### Clock routing, run 1

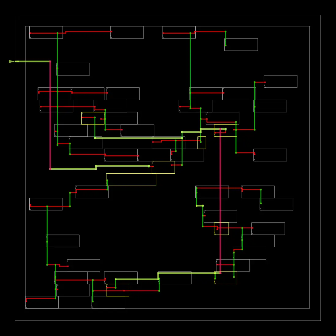
### M1 wires, run 1

Supply wires on this layer in grey.
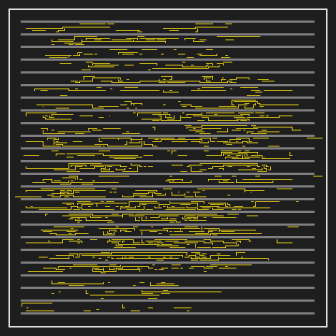
### Routed metal, one colour a layer, run 1

Two of the layers only.
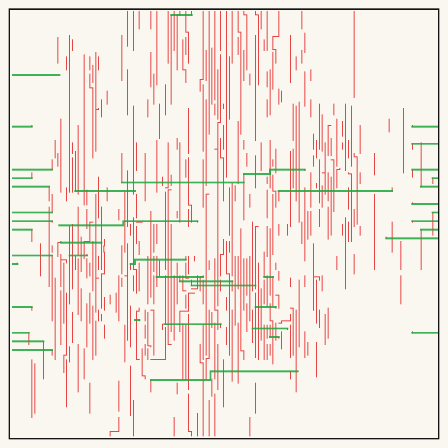
File: config.mk
export PLATFORM = sky130hd
export DESIGN_NAME = sdr_cmd_decoder
export DESIGN_NICKNAME = d
export VERILOG_FILES = /design/src/rtl/sdr_cmd_decoder.sv
export SDC_FILE = /design/constraint.sdc
export NUM_CORES = 1
export LEC_CHECK = 0
export CAP_MARGIN = 40
export CORE_MARGIN = 2
export CORE_UTILIZATION = 46
export DETAILED_ROUTE_END_ITERATION = 12
export PLACE_DENSITY = 0.86
export SETUP_SLACK_MARGIN = 0.4
export SYNTH_ARGS = -nofsm -noshare
export SYNTH_HDL_FRONTEND = slang
export SYNTH_SLANG_ARGS = --single-unit
File: constraint.sdc
create_clock -name sdram_clk -period 3.05 [get_ports sdram_clk]
set_input_delay 0.305 -clock sdram_clk [delete_from_list [all_inputs] [get_ports sdram_clk]]
set_output_delay 0.305 -clock sdram_clk [all_outputs]
set_load 0.05 [all_outputs]
File: src/rtl/sdr_cmd_decoder.sv
// SDRAM command bus decoder: registered command report, init-sequence tracking and protocol checking.
// Define SDR_CMD_DEC_TIMING_CHK_EN to add the tRCD/tRP/tRFC checkers (error codes 3, 4, 8).
module sdr_cmd_decoder #(
    parameter int TRCD = 3,
    parameter int TRP  = 3,
    parameter int TRFC = 7
) (
    input  logic        sdram_clk,
    input  logic        sdram_resetn,
    input  logic        sdr_cs_n,
    input  logic        sdr_ras_n,
    input  logic        sdr_cas_n,
    input  logic        sdr_we_n,
    input  logic [1:0]  sdr_ba,
    input  logic [12:0] sdr_addr,
    output logic        cmd_valid,
    output logic [2:0]  cmd_code,
    output logic [1:0]  cmd_bank,
    output logic [3:0]  bank_open,
    output logic        init_done,
    output logic [12:0] mode_reg,
    output logic        err_valid,
    output logic [3:0]  err_code,
    output logic [7:0]  err_count
);

    typedef enum logic [2:0] {
        CMD_NOP = 3'd0, CMD_ACT = 3'd1, CMD_RD  = 3'd2, CMD_WR  = 3'd3,
        CMD_PRE = 3'd4, CMD_REF = 3'd5, CMD_MRS = 3'd6, CMD_BST = 3'd7
    } cmd_t;

    typedef enum logic [2:0] {
        WAIT_PRE, WAIT_REF1, WAIT_REF2, WAIT_MRS, READY
    } init_state_t;

    init_state_t state, state_next;
    cmd_t        cmd;
    logic        is_rw;
    logic        is_active;
    logic [8:1]  viol;
    logic [3:0]  err_code_next;
    logic [3:0]  bank_open_next;
    logic [3:0]  ap_pending, ap_pending_next;

    always_comb begin
        cmd = CMD_NOP;
        if (!sdr_cs_n) begin
            case ({sdr_ras_n, sdr_cas_n, sdr_we_n})
                3'b011:  cmd = CMD_ACT;
                3'b101:  cmd = CMD_RD;
                3'b100:  cmd = CMD_WR;
                3'b010:  cmd = CMD_PRE;
                3'b001:  cmd = CMD_REF;
                3'b000:  cmd = CMD_MRS;
                3'b110:  cmd = CMD_BST;
                default: cmd = CMD_NOP;
            endcase
        end
    end

    assign is_rw     = (cmd == CMD_RD) || (cmd == CMD_WR);
    // BST is reported but, like NOP, never checked and never changes state.
    assign is_active = (cmd != CMD_NOP) && (cmd != CMD_BST);

`ifdef SDR_CMD_DEC_TIMING_CHK_EN
    logic [7:0] trcd_cnt [4];
    logic [7:0] trp_cnt  [4];
    logic [7:0] trfc_cnt;
    logic       trp_any;

    // Counters load N-1 so a command exactly N cycles later sees zero.
    always_ff @(posedge sdram_clk) begin
        if (!sdram_resetn) begin
            for (int i = 0; i < 4; i++) begin
                trcd_cnt[i] <= 8'd0;
                trp_cnt[i]  <= 8'd0;
            end
            trfc_cnt <= 8'd0;
        end else begin
            for (int i = 0; i < 4; i++) begin
                if (cmd == CMD_ACT && sdr_ba == 2'(i))
                    trcd_cnt[i] <= 8'(TRCD - 1);
                else if (trcd_cnt[i] != 8'd0)
                    trcd_cnt[i] <= trcd_cnt[i] - 8'd1;
                if (cmd == CMD_PRE && (sdr_addr[10] || sdr_ba == 2'(i)))
                    trp_cnt[i] <= 8'(TRP - 1);
                else if (trp_cnt[i] != 8'd0)
                    trp_cnt[i] <= trp_cnt[i] - 8'd1;
            end
            if (cmd == CMD_REF)
                trfc_cnt <= 8'(TRFC - 1);
            else if (trfc_cnt != 8'd0)
                trfc_cnt <= trfc_cnt - 8'd1;
        end
    end

    assign trp_any = (trp_cnt[0] != 8'd0) || (trp_cnt[1] != 8'd0) ||
                     (trp_cnt[2] != 8'd0) || (trp_cnt[3] != 8'd0);
`endif

    always_ff @(posedge sdram_clk) begin
        if (!sdram_resetn) state <= WAIT_PRE;
        else               state <= state_next;
    end

    always_comb begin
        state_next = state;
        viol       = '0;
        viol[1]    = (cmd == CMD_ACT) && bank_open[sdr_ba];
        viol[2]    = is_rw && !bank_open[sdr_ba];
        viol[5]    = (cmd == CMD_REF) && (bank_open != 4'b0000);
        viol[6]    = (cmd == CMD_MRS) && (bank_open != 4'b0000);
`ifdef SDR_CMD_DEC_TIMING_CHK_EN
        viol[3]    = is_rw && (trcd_cnt[sdr_ba] != 8'd0);
        viol[4]    = ((cmd == CMD_ACT) && (trp_cnt[sdr_ba] != 8'd0)) ||
                     ((cmd == CMD_REF) && trp_any);
        viol[8]    = is_active && (trfc_cnt != 8'd0);
`endif
        if (is_active) begin
            case (state)
                WAIT_PRE:  if (cmd == CMD_PRE && sdr_addr[10]) state_next = WAIT_REF1;
                           else viol[7] = 1'b1;
                WAIT_REF1: if (cmd == CMD_REF) state_next = WAIT_REF2;
                           else viol[7] = 1'b1;
                WAIT_REF2: if (cmd == CMD_REF) state_next = WAIT_MRS;
                           else viol[7] = 1'b1;
                WAIT_MRS:  if (cmd == CMD_MRS) state_next = READY;
                           else viol[7] = 1'b1;
                default:   ;
            endcase
        end
        // Scan downward so the lowest-numbered violation wins.
        err_code_next = 4'd0;
        for (int i = 8; i >= 1; i--) begin
            if (viol[i]) err_code_next = 4'(i);
        end
    end

    // Auto-precharge closes the bank one cycle after the RD/WR is reported.
    always_comb begin
        bank_open_next  = bank_open & ~ap_pending;
        ap_pending_next = 4'b0000;
        case (cmd)
            CMD_ACT: bank_open_next[sdr_ba] = 1'b1;
            CMD_PRE: begin
                if (sdr_addr[10]) bank_open_next = 4'b0000;
                else              bank_open_next[sdr_ba] = 1'b0;
            end
            CMD_RD, CMD_WR: ap_pending_next[sdr_ba] = sdr_addr[10] && bank_open[sdr_ba];
            default: ;
        endcase
    end

    always_ff @(posedge sdram_clk) begin
        if (!sdram_resetn) begin
            cmd_valid  <= 1'b0;
            cmd_code   <= 3'd0;
            cmd_bank   <= 2'd0;
            bank_open  <= 4'b0000;
            ap_pending <= 4'b0000;
            init_done  <= 1'b0;
            mode_reg   <= 13'd0;
            err_valid  <= 1'b0;
            err_code   <= 4'd0;
            err_count  <= 8'd0;
        end else begin
            cmd_valid  <= (cmd != CMD_NOP);
            cmd_code   <= cmd;
            cmd_bank   <= (cmd != CMD_NOP) ? sdr_ba : 2'd0;
            bank_open  <= bank_open_next;
            ap_pending <= ap_pending_next;
            init_done  <= (state_next == READY);
            err_valid  <= (viol != '0);
            err_code   <= err_code_next;
            if (cmd == CMD_MRS)
                mode_reg <= sdr_addr;
            if (viol != '0 && err_count != 8'hFF)
                err_count <= err_count + 8'd1;
        end
    end

endmodule
==> reports/qor.csv, run 1 <==
metric,value,unit
Leak Pwr,0.000922,µW
P&R area growth vs syn,41.5,%
DRC viols,0,
post-route cell area,2650,µm²
H-tree lvl count,2,
vias in the first global route,1626,
Ys Warns,0,
CTS tree,built,
Die ar.,4590,µm²
Top cell excl fill/tap,clkdlybuf4s50_1,
async set-reset flop share out of synthesis,0,%
Netlist Area Pre-Place,1870,µm²
max FFs per register,13,
clk_skew,0.0106,ns
Pwr Density,473,nW/µm²
core footprint,3940,µm²
fin crit share,82.7,%
Synth Flop Type,dfxtp_1,
unrepaired setup endpoints after global routing,false,
IO buf count,56,
Hold/Removal Path Class,reg2reg,
Num Clock Sinks,43,
Crit Path Class,in2reg,
run status,finished clean,
Nets at Floorplan,250,
WP data arrival,2.75,ns
Worst Setup SP,sdr_ba[0],
"EDFF count, synth",0,
# hold bufs at CTS,0,
R2R depth,6,
die width,67.8,µm
"Net count, final",311,
WHS,0.459,ns
DR pass1 iterations,4,
"critical path, cell by cell",clkdlybuf4s50_1 -> mux4_2 -> a211o_1 -> a21oi_2 -> o31ai_4 -> or4b_1 -> a21oi_1,
max-slew violation count,0,
tool warnings,26,
initial antenna violation count,0,
minimum clock period,2.52,ns
Worst path max stage delay,0.58,ns
setup ws final,0.529,ns
GRT Residual Overflow,0,
DRT iter0 DRCs,116,
Synth cell types,47,
cell total in the yosys stat output,228,
CP max stage cell,mux4_2,
R2R Path End,err_count[7]$_SDFFE_PN0P_,
IO Count,58,
FF-to-FF Start,bank_open[2]$_SDFF_PN0_,
sequential-to-total area share from yosys stat,46.0,%
Final Non-Filler Cells,340,
Max clock buf depth,2,
Root Driver,clkbuf_8,
DPL Wire Length,3240,µm
DP Worst Slack,0.179,ns
CP Max Fanout,15,
chip height,67.8,µm
Vias/cell,5.35,
Yosys Chip Area,1870,µm²
placed insts,331,
worst-margin pin slew,0.528,ns
"IR drop worst, VDD",0.363,mV
share of layout cells above drive strength 1,8.62,%
Top Layout Cells,"clkdlybuf4s50_1, dfxtp_1, nand2_1, a21oi_1, nor2_1",
gpl congestion,0.902,
WHS Path Cells,2,
CP Capture Point,err_count[7]$_SDFFE_PN0P_,
Back to the opening pictures, 'Clock routing':
Clock buffer cells: 5
flop count: 43
Skew-Pair Late Insertion Delay: 0.30 ns
Num CTS Buffers: 5

Back to the opening pictures, 'M1 wires':
277 nets have wire on it. The longest straight run is 21.6 µm. The wires run mostly horizontal. The layer carries 1970 µm of wire. The layer holds 43% of the routed length.
met1 usage: 27.1%
final WL: 4570 µm
Via Count: 1818

Back to the opening pictures, 'Routed metal, one colour a layer':
Red marks metal 2, wire length 2250 µm. Green marks metal 3, wire length 275 µm.
DR WL/cell: 13.4 µm
GRT Util Overall: 21.3%

[run 1: cell type report]
type	instances	area, µm²
Clock buffer	5	68.8
Clock inverter	3	43.8
Inverter	7	26.3
Tap cell	50	62.6
Sequential cell	43	861
Fill cell	333	1290
Timing Repair Buffer	68	651
Multi-Input combinational cell	164	935
[run 1: worst max-delay path, delay by kind of cell]
kind | cells | cell delay, ns
AND-OR/OR-AND | 4 | 0.82
multiplexers | 1 | 0.58
buffers and inverters | 1 | 0.51
AND/OR/NAND/NOR | 1 | 0.53
[run 1: cells by family after synthesis]
kind of cell	synth area share, %
xor+xnor	0.937
other cells	0.200
simple gates	25.4
flops	46.0
buf+inv	5.08
mux	1.74
fa+ha+maj	0.669
compound gates	20.0
[run 1: stage by stage]
step / utilization (%) / total power, µW
final: 67.2 / 1250
after floorplan: - / 735
after global routing: 67.2 / 1300
after global placement: 63.8 / 815
after detailed placement: 63.8 / 818
after CTS: 66.6 / 1260
[run 1: synthesized netlist by cell type (all sizes together) (4+ instances only)]
| master | count | area share, % |
|---|---|---|
| a21oi | 25 | 6.9 |
| a31oi | 4 | 1.3 |
| and2 | 4 | 1.3 |
| buf | 6 | 2.1 |
| clkbuf | 8 | 1.6 |
| dfxtp | 43 | 46 |
| inv | 6 | 1.2 |
| nand2 | 39 | 7.8 |
| nand3 | 6 | 1.6 |
| nor2 | 20 | 4.0 |
| nor2b | 6 | 2.0 |
| nor3 | 6 | 1.6 |
| o21ai | 10 | 2.7 |
| o31ai | 5 | 2.3 |
[run 1: power by group]
part / switching, µW / internal [µW]
Sequential: 11.4 / 578
Clock: 202 / 244
Combinational: 132 / 86.4
Total: 345 / 909
[run 1: how the worst min path moves through the flow]
stage / start / endpoint / slack (ns)
after CTS: mode_reg[0]$_SDFFE_PN0P_ / mode_reg[0]$_SDFFE_PN0P_ / 0.46
after global routing: mode_reg[7]$_SDFFE_PN0P_ / mode_reg[7]$_SDFFE_PN0P_ / 0.48
after global placement: mode_reg[3]$_SDFFE_PN0P_ / mode_reg[3]$_SDFFE_PN0P_ / 0.44
final: mode_reg[12]$_SDFFE_PN0P_ / mode_reg[12]$_SDFFE_PN0P_ / 0.46
after floorplan: sdram_resetn / state[0]$_SDFF_PN0_ / 0.43
after detailed placement: mode_reg[11]$_SDFFE_PN0P_ / mode_reg[11]$_SDFFE_PN0P_ / 0.45
[run 1: repair_timing]
| item | in CTS | in global routing |
|---|---|---|
| setup endpoints to repair | 0 | 8 |
| resized | 0 | 2 |
| endpoints found under the hold margin | 0 | 0 |
| buffers inserted | 0 | 1 |
[run 1: routing by layer]
metal / part of all wire [%] / track usage (%) / vias to the layer above
met2: 49 / 33.8 / 60
met3: 6.0 / 6.67 / 6
met4: 1.7 / 8.00 / 0
met1: 43 / 27.1 / 832
met5: 0 / 0 / -
li1: - / - / 920
==> run 2: changes to the inputs <==
- CORE_UTILIZATION: 46 -> 41
- PLACE_DENSITY: 0.86 -> 0.82
- clock period: 3.05 -> 2.3 ns (I/O delays scaled with it)
### Clock routing, run 2

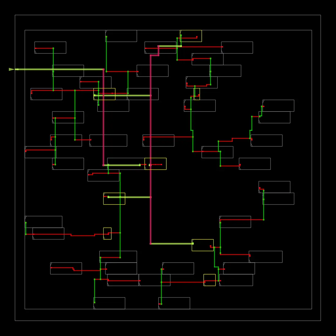
P_clk: 480 µW
Clock buffer cells: 6
Skew-Pair Late Insertion Delay: 0.31 ns

### Zoomed window, run 2

The bar under the picture is 10 µm long. Region (21, 21) to (51, 51) µm. Cells in grey, sequential cells in the stronger grey; small squares are vias.
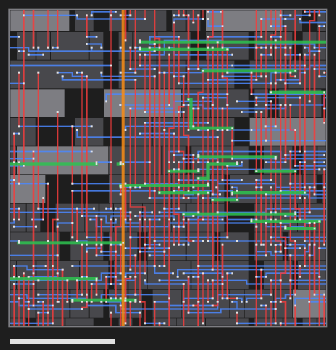
Blue marks metal 1. Orange marks metal 4. Green marks metal 3. Red marks metal 2.
Sequential cells in the window: 6. Most frequent: buf_4 (17), nand2_1 (10), nor2_1 (9). Netlist names of flops here include err_count (3), bank_open (2). 89 logic cells have their middle in the window.

==> run 2 against run 1 <==
Against the previous run: wire length up 22%; register-to-register slack worse by 0.59 ns; flip-flop count unchanged; cell count up 8.5%; worst setup slack worse by 0.42 ns; synthesized area unchanged; clock skew up 0.0024 ns; synthesized cell count unchanged; highest routed layer unchanged.
==> reports/qor.csv, run 2 <==
metric,value,unit,change
unrepaired setup endpoints after global routing,true,,was false
Synth top cell by count,dfxtp_1,,unchanged
CP Max Fanout,6,,was 15
Synth Flop Type,dfxtp_1,,unchanged
Synth logic family,simple AND/OR/NAND/NOR gates,,unchanged
tool warnings,29,,was 26
max-slew violation count,0,,unchanged
Pwr Density,541,nW/µm²,was 473 nW/µm²
Leak Pwr,0.00110,µW,was 0.000922 µW
initial antenna violation count,0,,unchanged
DP Worst Slack,-0.405,ns,was 0.179 ns
Num Clock Sinks,43,,unchanged
Final Non-Filler Cells,369,,was 340
worst-margin pin slew,0.547,ns,was 0.528 ns
sequential-to-total area share from yosys stat,46.0,%,unchanged
met1 usage,26.4,%,was 27.1%
IO Count,58,,unchanged
cell total in the yosys stat output,228,,unchanged
"Simple Share, Synth",25.4,%,unchanged
GRT Util Overall,21.9,%,was 21.3%
yosys adder share,0.669,%,unchanged
Root Driver,clkbuf_8,,unchanged
met3 Use GR,5.06,%,was 6.67%
vias in the first global route,1885,,was 1626
Vias/cell,5.57,,was 5.35
DR WL/cell,15.2,µm,was 13.4 µm
gpl congestion,0.854,,was 0.902
largest area contributor in the netlist,dfxtp_1,,unchanged
IO buf count,56,,unchanged
DRT iter0 DRCs,198,,was 116
CTS tree,built,,unchanged
aoi share,20.0,%,unchanged
top cells by instance count after synthesis,"dfxtp_1, nand2_1, a21oi_1, nor2_1, o21ai_0",,unchanged
GRT Residual Overflow,0,,unchanged
run status,finished clean,,unchanged
-- run 2: cell counts after synthesis --
Identical to the previous run, type by type.
-- run 2: path summary, 6_finish.rpt --
check                                         startpoint                   endpoint  slack, ns  depth (start not counted)
worst min register to register  mode_reg[4]$_SDFFE_PN0P_   mode_reg[4]$_SDFFE_PN0P_       0.46                          2
worst max register to register   bank_open[3]$_SDFF_PN0_  err_count[7]$_SDFFE_PN0P_       0.11                          6
worst min-delay path                           sdr_ba[0]   ap_pending[0]$_SDFF_PN0_       0.43                          3
worst max-delay path             bank_open[3]$_SDFF_PN0_  err_count[7]$_SDFFE_PN0P_       0.11                          6
-- run 2: cell type report --
cell class                 count  share of cell area [%]
timing repair buffer          94                    29.3
clock inverter                 2                   0.420
sequential                    43                    29.5
inverter                       7                   0.882
tap                           52                    2.18
clock buffer                   6                    2.43
multi-input combinational    165                    35.3
-- run 2: routing by layer --
metal | part of all wire [%] | wire (µm) | vias to the layer above
li1 | - | - | 978
met1 | 41 | 2270 | 992
met2 | 52 | 2910 | 77
met3 | 6.1 | 340 | 7
met4 | 1.3 | 70 | 0
met5 | 0 | 0 | -
-- run 2: critical path, cell delays in order, from the launching register on --
cell	delay (ns)
dfxtp_4	0.35
mux4_2	0.48
a211o_1	0.28
a21oi_4	0.27
o31ai_4	0.11
or4b_1	0.49
a21oi_1	0.14
-- run 2: repair_timing --
action,4_1_cts,5_1_grt
pin swaps,14,6
gates resized,15,19
cloned,1,0
setup buffers,9,7
endpoints found under the setup margin,11,13
-- run 2: cells by family after synthesis --
family                     Yosys count
AOI/OAI and AO/OA                   59
xor gates and xnor gates             2
adders and majority gates            1
buffers and inverters               21
DFF                                 43
muxes                                2
other                                1
and+or+nand+nor                     99
-- run 2: per-stage QoR --
| stage | total power [µW] | util (%) | instance area [µm²] |
|---|---|---|---|
| after floorplan | 974 | - | 1900 |
| after global placement | 1100 | 59.9 | 2630 |
| after detailed placement | 1100 | 59.9 | 2630 |
| after CTS | 1590 | 65.3 | 2860 |
| after global routing | 1680 | 68.0 | 2980 |
| final | 1610 | 68.0 | 2980 |
-- run 2: where the power goes --
| group | switching, µW | internal, µW |
|---|---|---|
| combinational | 203 | 151 |
| sequential | 14.9 | 763 |
| clock | 268 | 212 |
| total | 485 | 1130 |
==> run 3: changes to the inputs <==
- CELL_PAD_IN_SITES_DETAIL_PLACEMENT: default -> 0
- CELL_PAD_IN_SITES_GLOBAL_PLACEMENT: default -> 2
- CORE_UTILIZATION: 41 -> 23
- PLACE_DENSITY: 0.82 -> 0.81
- SKIP_LAST_GASP: default -> 1
### Clock routing, run 3

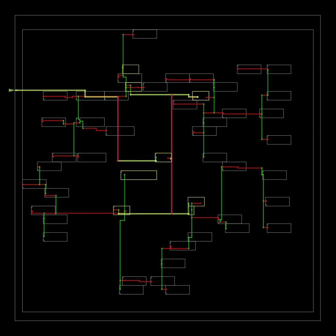
clk_skew: 0.00413 ns
P_clk: 619 µW
Skew-Pair Late Insertion Delay: 0.30 ns
Num Clock Sinks: 43

### Routed metal, one colour a layer, run 3

Two of the layers only.
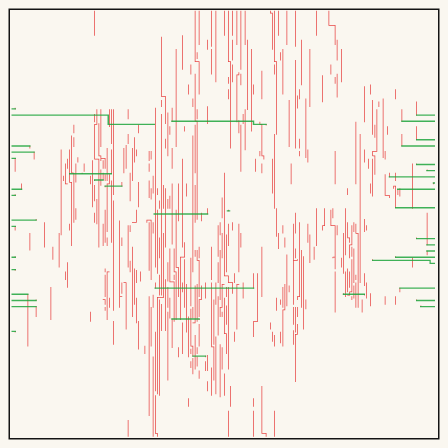
Green marks metal 3, wire length 250 µm. Red marks metal 2, wire length 2530 µm.
Via Count: 1888
final WL: 5450 µm
GRT Util Overall: 12.7%

==> run 3 against run 2 <==
Against the previous run: utilization decreased by 30 points; synthesized cell count unchanged; non-clock buffer count decreased by 8; critical endpoint is now err_count[5]$_SDFFE_PN0P_; largest cell class unchanged; highest routed layer unchanged; via count decreased by 8.1%; register-to-register slack improved by 0.10 ns; clock skew decreased by 0.0089 ns; die area increased by 73%; combinational power decreased by 4%; flip-flop count unchanged; total power increased by 7.7%; first-iteration DRC count decreased by 72%; largest power group unchanged.
==> reports/qor.csv, run 3 <==
metric,value,unit,change
internal power,1260,µW,was 1130 µW
Synth top cell by count,dfxtp_1,,unchanged
run status,finished clean,,unchanged
cell total in the yosys stat output,228,,unchanged
CP Max Fanout,6,,unchanged
row count,32,,was 24
Worst-path clk slew,0.08,ns,was 0.09 ns
Ys Warns,0,,unchanged
share of layout cells above drive strength 1,18.8,%,was 22.7%
sequential-to-total area share from yosys stat,46.0,%,unchanged
logic area,1040,µm²,was 1050 µm²
largest area contributor in the netlist,dfxtp_1,,unchanged
P&R area growth vs syn,59.6,%,was 59.3%
Top cell excl fill/tap,clkdlybuf4s50_1,,unchanged
Netlist Area Pre-Place,1870,µm²,unchanged
minimum clock period,2.09,ns,was 2.19 ns
Finished Core Util,38.2,%,was 68.0%
max-slew violation count,0,,unchanged
CTS tree,built,,unchanged
largest net degree at the start of global routing,20,,unchanged
IO buf count,56,,unchanged
setup ws final,0.212,ns,was 0.112 ns
Crit Path Class,reg2reg,,unchanged
unrepaired setup endpoints after global routing,true,,unchanged
Hold/Removal Path Class,in2reg,,unchanged
Leak Pwr,0.00107,µW,was 0.00110 µW
fin crit share,90.8,%,was 95.1%
filler cell count,815,,was 341
"Net count, final",330,,was 338
Yosys Chip Area,1870,µm²,unchanged
DRC viols,0,,unchanged
Synth cell types,47,,unchanged
initial antenna violation count,0,,unchanged
Num CTS Buffers,5,,unchanged
DP Worst Slack,-0.419,ns,was -0.405 ns
sequential power share,44.9,%,was 48.3%
Die ar.,8870,µm²,was 5120 µm²
max FFs per register,13,,unchanged
Worst setup SP type,flop,,unchanged
Synth top area share,46.0,%,unchanged
# hold bufs at CTS,0,,unchanged
Psw,479,µW,was 485 µW
Root Driver,clkbuf_8,,unchanged
tool warnings,29,,unchanged
Synth Flop Type,dfxtp_1,,unchanged
Nets at Floorplan,250,,unchanged
post-route cell area,2990,µm²,was 2980 µm²
"IR drop worst, VDD",0.258,mV,was 0.341 mV
combinational share of power,19.5,%,was 21.9%
Pwr Density,582,nW/µm²,was 541 nW/µm²
FF/Latch Area,877,µm²,was 878 µm²
"EDFF count, synth",0,,unchanged
Final ANT Viol Nets,0,,unchanged
chip height,94.2,µm,was 71.5 µm
async set-reset flop share out of synthesis,0,%,unchanged
placed instance area,2690,µm²,was 2630 µm²
WP data arrival,2.32,ns,was 2.43 ns
DRT iter0 DRCs,55,,was 198
GRT Residual Overflow,0,,unchanged
Clk pwr share,35.6,%,was 29.8%
Top Layout Cells,"clkdlybuf4s50_1, nand2_1, dfxtp_1, buf_4, a21oi_1",,unchanged
Cell area leaders,"dfxtp_1, nand2_1, a21oi_1, nor2_1, o21ai_0",,unchanged
H-tree lvl count,2,,unchanged
DPL Wire Length,3760,µm,was 3500 µm
Max clock buf depth,2,,unchanged
DR pass1 iterations,4,,unchanged
worst-margin pin slew,0.599,ns,was 0.547 ns
Vias/cell,4.59,,was 5.57
IO Count,58,,unchanged
die width,94.2,µm,was 71.5 µm
DR WL/cell,13.3,µm,was 15.2 µm
top cells by instance count after synthesis,"dfxtp_1, nand2_1, a21oi_1, nor2_1, o21ai_0",,unchanged
Switching Share,27.6,%,was 30.1%
## run 3: cell count changes in the layout (fill, tap and decap cells not counted), moves of 2 or more
| cell | delta |
|---|---|
| a21oi_1 | +3 |
| a21oi_2 | -3 |
| buf_4 | -6 |
| buf_6 | -2 |
| or4_1 | +2 |
| o21ai_1 | +2 |
| or4_4 | -2 |
## run 3: worst max-delay path: stages (launching register included)
cell	delay (ns)
dfxtp_4	0.36
mux4_2	0.48
a211o_1	0.28
a21oi_4	0.20
o31ai_4	0.10
or4_1	0.48
a21oi_1	0.13
## run 3: area by class of cell
cell class	count	share of cell area, %
inverters	7	0.880
well taps	102	4.27
clock inverters	2	1.17
flip-flops and latches	43	29.4
clock buffers	6	2.77
multi-input cells	165	34.7
repair buffers	86	26.8
## run 3: final timing paths
check / startpoint / end / slack (ns) / cells after the start
max: bank_open[3]$_SDFF_PN0_ / err_count[5]$_SDFFE_PN0P_ / 0.21 / 6
min: sdr_ba[0] / ap_pending[0]$_SDFF_PN0_ / 0.44 / 3
max reg2reg: bank_open[3]$_SDFF_PN0_ / err_count[5]$_SDFFE_PN0P_ / 0.21 / 6
min reg2reg: mode_reg[0]$_SDFFE_PN0P_ / mode_reg[0]$_SDFFE_PN0P_ / 0.45 / 2
## run 3: per-layer routing
layer / vias up / track usage [%] / wire (µm)
met5: - / 0 / 0
met4: 0 / 3.26 / 56
met3: 5 / 3.21 / 249
met2: 51 / 19.8 / 2530
met1: 869 / 17.4 / 2610
li1: 963 / - / -
## run 3: power by group through the flow
stage,combinational (µW),clock [µW],sequential [µW]
floorplan,102,0,872
CTS,324,637,779
detailed placement,306,0,797
finish,339,619,779
global placement,306,0,797
global route,364,672,783
## run 3: logic make-up after synthesis
| family | Yosys count | synth area share (%) |
|---|---|---|
| simple gates | 99 | 25.4 |
| compound gates | 59 | 20.0 |
| flops | 43 | 46.0 |
| buf+inv | 21 | 5.08 |
| xor+xnor | 2 | 0.937 |
| mux | 2 | 1.74 |
| fa+ha+maj | 1 | 0.669 |
| other cells | 1 | 0.200 |
## run 3: timing repair
action                                  CTS  global route
endpoints found under the hold margin     0             0
pin swaps                                 9             9
resized                                  13            13
endpoints found under the setup margin    9            13
gates cloned                              1             0
setup buffers                             5             3
## run 3: per-stage QoR
step / hold WS [ns] / total power [µW] / instances / setup TNS [ns]
2_1_floorplan: 0.352 / 974 / 228 / 0
6_report: 0.440 / 1740 / 411 / 0
3_3_place_gp: 0.443 / 1100 / 394 / -2.20
3_5_place_dp: 0.447 / 1100 / 394 / -2.47
4_1_cts: 0.434 / 1740 / 408 / 0
5_1_grt: 0.465 / 1820 / 411 / 0
Power is estimated from default activity; no workload was simulated.
